--- src/rtl/fetch_stage.sv ---
// fetch_stage
//   Instruction-fetch stage that sits directly after the PC register.
//   It issues in-order requests to instruction memory at the current PC and
//   remembers the PC of each request in a small pending queue. Returned words
//   are paired with their PC and buffered in an output FIFO. Decode reads the
//   FIFO over a valid/ready link. The stage also drives the PC register's hold
//   enable, so the PC advances only when a request is granted.
//
//   Handshakes: a transfer happens in a cycle where valid and ready are both 1.
//   While valid is 1 and ready is 0, the payload stays stable. On the memory
//   side, imem_req_o plays the valid role and imem_gnt_i plays the ready role.
//   imem_rvalid_i is a one-cycle strobe that cannot be back-pressured.
//
//   Optional feature: define FETCH_ALIGN_CHECK_EN to turn a misaligned PC into
//   a synthetic NOP entry (id_misalign_o=1). The stage then holds the PC until
//   flush_i. Without the macro, pc_i[1:0] is dropped from the address and
//   id_misalign_o is tied to 0.
//
// Ports
//   clk, rst        clock (rising edge), asynchronous active-low reset
//   pc_i            current PC from the PC register
//   pc_hold_o       1 = PC register holds; 0 = PC register loads pc+4/redirect
//   imem_req_o      memory request valid
//   imem_addr_o     word-aligned request address
//   imem_gnt_i      request accepted
//   imem_rvalid_i   in-order response strobe
//   imem_rdata_i    response word
//   flush_i         redirect: drop buffered and in-flight fetches
//   id_valid_o      output entry valid
//   id_ready_i      decode accepts the entry
//   id_pc_o         PC of the output entry
//   id_instr_o      instruction of the output entry
//   id_misalign_o   entry came from a misaligned PC
module fetch_stage #(
  parameter int FIFO_DEPTH      = 4,
  parameter int MAX_OUTSTANDING = 2
) (
  input  logic        clk,
  input  logic        rst,
  input  logic [31:0] pc_i,
  output logic        pc_hold_o,
  output logic        imem_req_o,
  output logic [31:0] imem_addr_o,
  input  logic        imem_gnt_i,
  input  logic        imem_rvalid_i,
  input  logic [31:0] imem_rdata_i,
  input  logic        flush_i,
  output logic        id_valid_o,
  input  logic        id_ready_i,
  output logic [31:0] id_pc_o,
  output logic [31:0] id_instr_o,
  output logic        id_misalign_o
);

  localparam int FCW = $clog2(FIFO_DEPTH) + 1;
  localparam int OCW = $clog2(MAX_OUTSTANDING) + 1;
  localparam int FPW = $clog2(FIFO_DEPTH);
  localparam int QPW = (MAX_OUTSTANDING > 1) ? $clog2(MAX_OUTSTANDING) : 1;

  // Output FIFO storage and control
  logic [31:0]    fifo_pc    [FIFO_DEPTH];
  logic [31:0]    fifo_instr [FIFO_DEPTH];
  logic [FPW-1:0] fifo_rd;
  logic [FPW-1:0] fifo_wr;
  logic [FCW-1:0] fifo_count;

  // PCs of granted requests that are still waiting for a response
  logic [31:0]    pend_pc [MAX_OUTSTANDING];
  logic [QPW-1:0] pend_rd;
  logic [QPW-1:0] pend_wr;

  logic [OCW-1:0] outstanding;
  logic [OCW-1:0] discard;

  logic [31:0] occupancy;
  logic        grant;
  logic        rsp;
  logic        rsp_keep;
  logic        fifo_push;
  logic        fifo_pop;
  logic        fifo_empty;
  logic [31:0] push_pc;
  logic [31:0] push_instr;

  logic        misaligned;
  logic        mis_hold;
  logic        mis_push;

  // With a single pending slot the pointer never moves; otherwise the
  // power-of-two depth lets the pointer wrap on its own.
  function automatic logic [QPW-1:0] pend_inc(input logic [QPW-1:0] p);
    if (MAX_OUTSTANDING == 1) return '0;
    else return p + 1'b1;
  endfunction

`ifdef FETCH_ALIGN_CHECK_EN
  logic fifo_mis [FIFO_DEPTH];

  assign misaligned = (pc_i[1:0] != 2'b00);
  // The synthetic entry is queued only after every real response has landed.
  // This keeps the FIFO in program order.
  assign mis_push   = rst && !flush_i && misaligned && !mis_hold &&
                      (discard == '0) && (outstanding == '0) &&
                      (32'(fifo_count) < 32'(FIFO_DEPTH));

  always_ff @(posedge clk or negedge rst) begin
    if (!rst) begin
      mis_hold <= 1'b0;
    end else if (flush_i) begin
      mis_hold <= 1'b0;
    end else if (mis_push) begin
      mis_hold <= 1'b1;
    end
  end

  always_ff @(posedge clk) begin
    if (fifo_push && !flush_i) begin
      fifo_mis[fifo_wr] <= mis_push;
    end
  end

  assign id_misalign_o = fifo_empty ? 1'b0 : fifo_mis[fifo_rd];
`else
  assign misaligned    = 1'b0;
  assign mis_hold      = 1'b0;
  assign mis_push      = 1'b0;
  assign id_misalign_o = 1'b0;
`endif

  assign occupancy = 32'(outstanding) + 32'(fifo_count);

  // Credit rule: every in-flight request already owns a FIFO slot, so a
  // response can always be written.
  assign imem_req_o  = rst && !flush_i && !misaligned && !mis_hold &&
                       (32'(outstanding) < 32'(MAX_OUTSTANDING)) &&
                       (occupancy < 32'(FIFO_DEPTH)) && (discard == '0);
  assign imem_addr_o = {pc_i[31:2], 2'b00};
  assign grant       = imem_req_o && imem_gnt_i;
  // During a flush no request goes out, so the PC register loads the redirect.
  assign pc_hold_o   = !(grant || (rst && flush_i));

  // A response with nothing outstanding breaks the memory protocol and is ignored.
  assign rsp        = imem_rvalid_i && (outstanding != '0);
  assign rsp_keep   = rsp && !flush_i && (discard == '0);
  assign fifo_push  = rsp_keep || mis_push;
  assign push_pc    = mis_push ? pc_i : pend_pc[pend_rd];
  assign push_instr = mis_push ? 32'h0000_0013 : imem_rdata_i;

  assign fifo_empty = (fifo_count == '0);
  assign id_valid_o = !fifo_empty;
  assign fifo_pop   = id_valid_o && id_ready_i && !flush_i;
  assign id_pc_o    = fifo_empty ? 32'h0 : fifo_pc[fifo_rd];
  assign id_instr_o = fifo_empty ? 32'h0 : fifo_instr[fifo_rd];

  // Storage arrays need no reset: their contents are only visible while the
  // matching count says the entry is live.
  always_ff @(posedge clk) begin
    if (fifo_push && !flush_i) begin
      fifo_pc[fifo_wr]    <= push_pc;
      fifo_instr[fifo_wr] <= push_instr;
    end
    if (grant) begin
      pend_pc[pend_wr] <= pc_i;
    end
  end

  always_ff @(posedge clk or negedge rst) begin
    if (!rst) begin
      fifo_rd    <= '0;
      fifo_wr    <= '0;
      fifo_count <= '0;
    end else if (flush_i) begin
      fifo_rd    <= '0;
      fifo_wr    <= '0;
      fifo_count <= '0;
    end else begin
      if (fifo_push) fifo_wr <= fifo_wr + 1'b1;
      if (fifo_pop)  fifo_rd <= fifo_rd + 1'b1;
      case ({fifo_push, fifo_pop})
        2'b10:   fifo_count <= fifo_count + 1'b1;
        2'b01:   fifo_count <= fifo_count - 1'b1;
        default: fifo_count <= fifo_count;
      endcase
    end
  end

  // The pending queue is not cleared by a flush. Responses to flushed
  // requests still arrive, and they must still pop their PCs.
  always_ff @(posedge clk or negedge rst) begin
    if (!rst) begin
      pend_rd     <= '0;
      pend_wr     <= '0;
      outstanding <= '0;
      discard     <= '0;
    end else begin
      if (grant) pend_wr <= pend_inc(pend_wr);
      if (rsp)   pend_rd <= pend_inc(pend_rd);
      case ({grant, rsp})
        2'b10:   outstanding <= outstanding + 1'b1;
        2'b01:   outstanding <= outstanding - 1'b1;
        default: outstanding <= outstanding;
      endcase
      if (flush_i) begin
        discard <= outstanding - OCW'(rsp);
      end else if (rsp && (discard != '0)) begin
        discard <= discard - 1'b1;
      end
    end
  end

endmodule
--- config.mk ---
export PLATFORM = sky130hd
export DESIGN_NAME = fetch_stage
export DESIGN_NICKNAME = d
export VERILOG_FILES = /design/src/rtl/fetch_stage.sv
export SDC_FILE = /design/constraint.sdc
export NUM_CORES = 1
export LEC_CHECK = 0
export CORE_ASPECT_RATIO = 0.75
export CORE_MARGIN = 5
export CORE_UTILIZATION = 45
export DETAILED_ROUTE_END_ITERATION = 16
export PLACE_DENSITY = 0.79
export SLEW_MARGIN = 15
export SYNTH_ARGS = -nofsm -noshare
export SYNTH_HDL_FRONTEND = slang
export SYNTH_SLANG_ARGS = --single-unit
--- constraint.sdc ---
create_clock -name clk -period 3.61 [get_ports clk]
set_clock_uncertainty 0.1 [all_clocks]
set_input_delay 0.722 -clock clk [delete_from_list [all_inputs] [get_ports clk]]
set_output_delay 0.722 -clock clk [all_outputs]
set_load 0.1 [all_outputs]
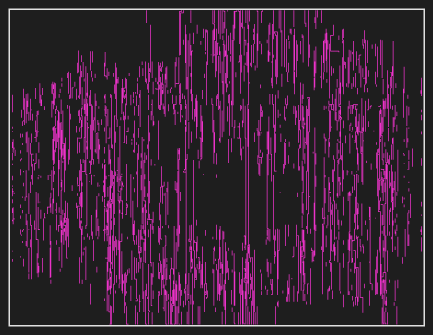
(run_1/layer_met2.png)
Drawn at 2 px/um.
main direction: vertical
longest straight run: 68.2 um
share of all routed wire: 47%
Routed WL: 24.96 mm
Global Route met2 Usage: 24.71%

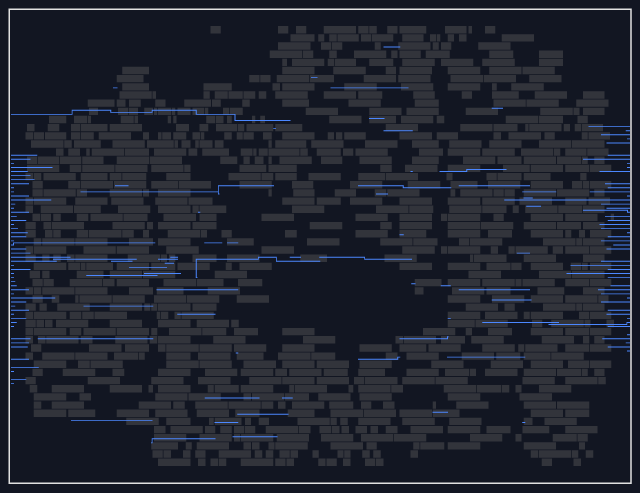
(run_1/layer_met3.png)
Drawn at 3 px/um. Cells faint in the background.
share of all routed wire: 6.2%
nets with wire on the layer: 126
via count: 6,128
GR met3 Demand/Resource: 3.296%

==> results.yml, run 1 <==
# yosys + openroad results
floorplanning:
  die_area_sq_um: 32560
  io-pin-count: 170
  die_w_um: 206.7
  placement_rows: 54
  die_h_um: 157.5
  taps: 392
  core_area_sq_um: 28850
  fp_util_pct: 45.27
final_layout:
  bufAreaShareNonClock_pct: 12.76
  logic_area_sq_um: 2769
  final_nets: 865
  utilization_pct: 57.42
  nonClockBufferCount: 187
  comb_area_share_pct: 16.71
  comb_cells: 223
  drive_gt1_share_pct: 35.84
  seqCellArea_sq_um: 9943
  final-clk-cell-share_pct: 7.409
  final_cell_mix: "edfxtp_1 (320), buf_4 (75), clkdlybuf4s50_1 (69)"
  seq_cell_count: 333
  sh_seq_area_pct: 60.02
  final_cells: 1204
  final_area_sq_um: 16570
  lay_top_count: "edfxtp_1"
  area_delta_synth_final_pct: 26.85
  antenna_cells: 0
  nClkBuffers: 38
  largestClassByArea: "flip-flops and latches"
  inv_count: 6
  fill_cells: 2140
clock_network:
  insertion_delay_ps: 500
  h-tree-depth: 2
  cts_resized: 0
  hold_buffers: 0
  cts.sinks: 333
  postCtsSetupBuffers: 0
  cts_inserted_buffers: 35
  clk_path_buf_depth: 3
  root_buffer: "clkbuf_16"
power_and_ir_drop:
  power_frac_seq_pct: 32.4
  pg_comb_w: 0.00618
  worst_ir_drop_vdd_v: 0.0007814
  internal-power_w: 0.008842
  powerDensity_nw_per_um2: 886.3
  p_switching_w: 0.005841
  combPwrFrac_pct: 42.1
  power_clock_w: 0.00375
  sw_frac_of_total_pct: 39.78
  leakage_nw: 5.573
  maxPowerGroup: "combinational logic"
  finalPower_w: 0.01468
  clockPowerShare_pct: 25.5
timing:
  slew_violations: 0
  setup_ws_ps: 248.6
  relSlewSlack_pct: 41.34
  min_period_ps: 3361
  fin_crit_sh_pct: 93.11
  rsz0062_at_grt: "false"
  hold_violations: 0
  setup_tns_ps: 0
  hold_slack_ps: 489.0
  finalSetupViolations: 0
  worst_slew_pin_slew_ps: 879.9
  max_freq_mhz: 297.5
placement:
  place_ws_ps: 362.9
  gp_congestion: 0.7161
  dp_hpwl_mm: 15.55
  place_inst: 1141
  port_buffers: 166
  dpl_cell_area_sq_um: 15340
min_path:
  whs_path_depth: 1
  hold_path_startpoint: "pend_wr"
  hp-class: "register to register"
route:
  routed-wl-met2_mm: 11.85
  drtAntennaViolNets: 0
  highest_layer: "met5"
  wl_per_cell_um: 20.73
  m1WireLength_mm: 11.21
  drt_iter0_markers: 326
  vias_per_cell: 5.090
  first_pass_iters: 4
  drc: 0
  wl_met3_mm: 1.544
setup_path:
  critPathLaunchType: "register"
  crit_top_cell: "buf_4"
  worstPathRequired_ps: 2790
  reg2regPathDepth: 7
  r2r-end: "fifo_count[2]"
  max_stage_delay_ps: 630
  crit_family: "simple AND/OR/NAND/NOR gates"
  critPathSlowestCell: "or3_2"
  crit_type: "register to primary output"
  rrSetupSlack_ps: 960
  critical_path_depth: 4
  path_cells: "or3_2 -> buf_4 -> and2_1 -> buf_4"
  crit_path_end: "id_pc_o[23]"
  cp_num_buf_inv: 2
  critPathMaxFanout: 59
  end_kind: "primary output"
  r2r-start: "fifo_count[0]"
  cp.arrival_ps: 2540
  cp-startpoint: "fifo_count[0]"
logic_synthesis:
  top_area_cell: "edfxtp_1"
  ys_cells: 620
  synth_area_sq_um: 13060
  postSynthCellCount: 620
  yosys-top-cells-area: "edfxtp_1 (74%), mux4_2 (11%), and2_1 (3.3%)"
  ys_seq_share_pct: 76.07
  yosysChipArea_sq_um: 13060
  synth.avg_cell_area_sq_um: 21.06
  numSynthFlops: 333
  synth-edff-count: 320
  ys_types: 38
  yosys.cell_count.top_type: "edfxtp_1"
  async_flop_share_pct: 3.904
  synth_warnings: 0
  yosysTopAreaCellShare_pct: 73.58
flow_run:
  tool_warnings: 30
  drv_cap: 0
global_route:
  grt_usage_pct: 15.30
  grt_pass1_vias: 6497
  grt_pass1_wl_mm: 37.76
  grt.met1_usage_pct: 21.85
  antenna_found_initial: 1
  grt_max_degree: 60
  overflow: 0
  gr-max-usage-layer: "met2"
outcome:
  status: "finished, final reports clean"
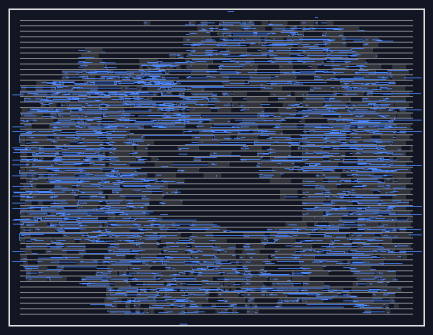
(run_1/layer_met1.png)
Drawn at 2 px/um. Supply wires on this layer in gray. Cells faint in the background.
nets with wire on the layer: 776
longest straight run: 55.2 um

-- run 1: state kept, by name, summed over array words and instances, names as in the netlist --
signal       cells
outstanding      2
pend_pc         64
pend_rd          1
fifo_pc        128
fifo_wr          2
fifo_rd          2
fifo_instr     128
fifo_count       3
pend_wr          1
discard          2
-- run 1: cells by family (layout without fill, tap and decap cells) --
group                    after synthesis  in the layout  share of synthesized area, %
other                                  1              3                       0.02871
AND/OR/NAND/NOR                       92             92                         4.321
buffers and inverters                 66            256                         2.979
flip-flops                           333            333                         76.07
AND-OR/OR-AND                          6              6                        0.5462
XOR/XNOR                              11             11                        0.8527
adder cells (fa/ha/maj)                9              9                        0.9198
multiplexers                         102            102                         14.28
==> run 2, diff against run 1 <==
- HOLD_SLACK_MARGIN: not set -> 0.08
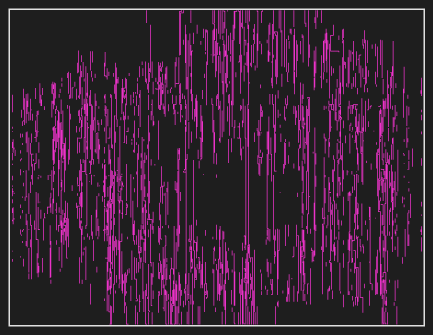
(run_2/layer_met2.png)
Drawn at 2 px/um.
nets with wire on the layer: 782
wire length on this layer: 11,900 um
share of all routed wire: 47%

==> results.yml, run 2 <==
# yosys + openroad results
timing:
  rsz0062_at_grt: "false"
  hold_violations: 0
  relSlewSlack_pct: 41.34
  setup_ws_ps: 248.6
  max_freq_mhz: 297.5
  finalSetupViolations: 0
  slew_violations: 0
  worst_slew_pin_slew_ps: 879.9
  setup_tns_ps: 0
  hold_slack_ps: 489.0
  fin_crit_sh_pct: 93.11
  min_period_ps: 3361
logic_synthesis:
  yosys-top-cells-area: "edfxtp_1 (74%), mux4_2 (11%), and2_1 (3.3%)"
  postSynthCellCount: 620
  fa_ha_area_share_pct: 0.9197
  ys_sh_mux_pct: 14.28
  synth-edff-count: 320
  yosysChipArea_sq_um: 13060
  compound_area_share_pct: 0.5461
  ys_cells: 620
  logic_family: "multiplexers"
  async_flop_share_pct: 3.904
  synth_area_sq_um: 13060
  simple_gate_share_pct: 4.321
  ys_types: 38
  ys_seq_share_pct: 76.07
  synth-xor-area-share_pct: 0.8527
  numSynthFlops: 333
  yosysTopAreaCellShare_pct: 73.58
  yosys.cell_count.top_type: "edfxtp_1"
  ys_top_cells_by_count: "edfxtp_1 (320), and2_1 (68), mux4_2 (64), buf_4 (35), mux2_2 (33)"
  synth_warnings: 0
  top_area_cell: "edfxtp_1"
  synth.avg_cell_area_sq_um: 21.06
final_layout:
  final_nets: 865
  lay_top_count: "edfxtp_1"
  seqCellArea_sq_um: 9943
  logic_area_sq_um: 2769
  fill_cells: 2140
  area_delta_synth_final_pct: 26.85
  antenna_cells: 0
  largestRegisters: "fifo_instr x128, fifo_pc x128, pend_pc x64"
  final_area_sq_um: 16570
  final_cells: 1204
  drive_gt1_share_pct: 35.84
  utilization_pct: 57.42
  final_cell_mix: "edfxtp_1 (320), buf_4 (75), clkdlybuf4s50_1 (69)"
route:
  wl_per_cell_um: 20.73
  drtAntennaViolNets: 0
  first_pass_iters: 4
  vias_per_cell: 5.090
  num_vias: 6128
  drc: 0
  drt_wl_total_mm: 24.96
  drt_iter0_markers: 326
clock_network:
  h-tree-depth: 2
  insertion_delay_ps: 500
  root_buffer: "clkbuf_16"
  cts.sinks: 333
  path_clk_slew_ps: 60
  clk_path_buf_depth: 3
  cts_tree: "built"
  cts_inserted_buffers: 35
  hold_buffers: 0
  cts_resized: 0
  postCtsSetupBuffers: 0
min_path:
  min_to: "pend_wr"
  whs_path_depth: 1
  hold_path_startpoint: "pend_wr"
  hp-class: "register to register"
power_and_ir_drop:
  combPwrFrac_pct: 42.1
  p_switching_w: 0.005841
  finalPower_w: 0.01468
  leakage_nw: 5.573
  maxPowerGroup: "combinational logic"
  power_frac_seq_pct: 32.4
  sw_frac_of_total_pct: 39.78
  pg_seq_w: 0.00475
  power_clock_w: 0.00375
  worst_ir_drop_vdd_v: 0.0007814
  powerDensity_nw_per_um2: 886.3
  pg_comb_w: 0.00618
  internal-power_w: 0.008842
  clockPowerShare_pct: 25.5
floorplanning:
  die_h_um: 157.5
  core_area_sq_um: 28850
  die_area_sq_um: 32560
  placement_rows: 54
  fp_util_pct: 45.27
  die_w_um: 206.7
  io-pin-count: 170
setup_path:
  rrSetupSlack_ps: 960
  end_kind: "primary output"
  worstPathRequired_ps: 2790
  r2r-start: "fifo_count[0]"
  reg2regPathDepth: 7
  critPathMaxFanout: 59
  cp-startpoint: "fifo_count[0]"
  critPathLaunchType: "register"
  crit_type: "register to primary output"
  crit_path_end: "id_pc_o[23]"
  r2r-end: "fifo_count[2]"
  cp.arrival_ps: 2540
outcome:
  status: "finished, final reports clean"
global_route:
  grt_pass1_vias: 6497
  antenna_found_initial: 1
  grt_usage_pct: 15.30
  overflow: 0
  grt_pass1_wl_mm: 37.76
  grt_max_degree: 60
placement:
  gp_congestion: 0.7161
  port_buffers: 166
  place_ws_ps: 362.9
  dp_hpwl_mm: 15.55
  dpl_cell_area_sq_um: 15340
  place_inst: 1141
flow_run:
  drv_cap: 0
  tool_warnings: 30
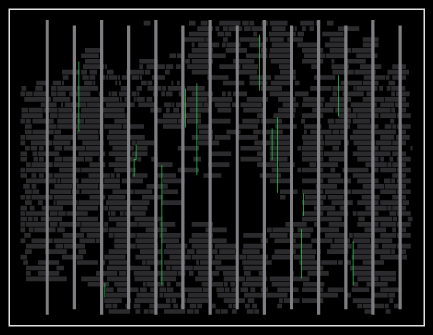
(run_2/layer_met4.png)
Drawn at 2 px/um. Supply wires on this layer in gray. Cells faint in the background.
wire length on this layer: 341 um
longest straight run: 59.8 um
main direction: vertical

run 2: cell counts in the layout (fill, tap and decap cells not counted):
No cell type changed its count.
run 2: routing by layer:
| layer | share of wire [%] | global-route usage (%) | wire (um) |
|---|---|---|---|
| met5 | 0.064 | 0 | 16 |
| met4 | 1.4 | 3.240 | 340 |
| met3 | 6.2 | 3.296 | 1544 |
| met2 | 47 | 24.71 | 11850 |
| met1 | 45 | 21.85 | 11210 |
run 2: area by class of cell:
type / count / share of cell area (%)
clock buffer: 38 / 5.483
clock inverter: 25 / 1.926
inverter: 6 / 0.1359
multi-input combinational: 223 / 16.71
sequential: 333 / 60.02
tap: 392 / 2.961
timing repair buffer: 187 / 12.76
run 2: critical path, stage by stage, from the launching register on:
cell and delay [ps]:
dfrtp_1 470, or3_2 630, buf_4 360, and2_1 280, buf_4 250
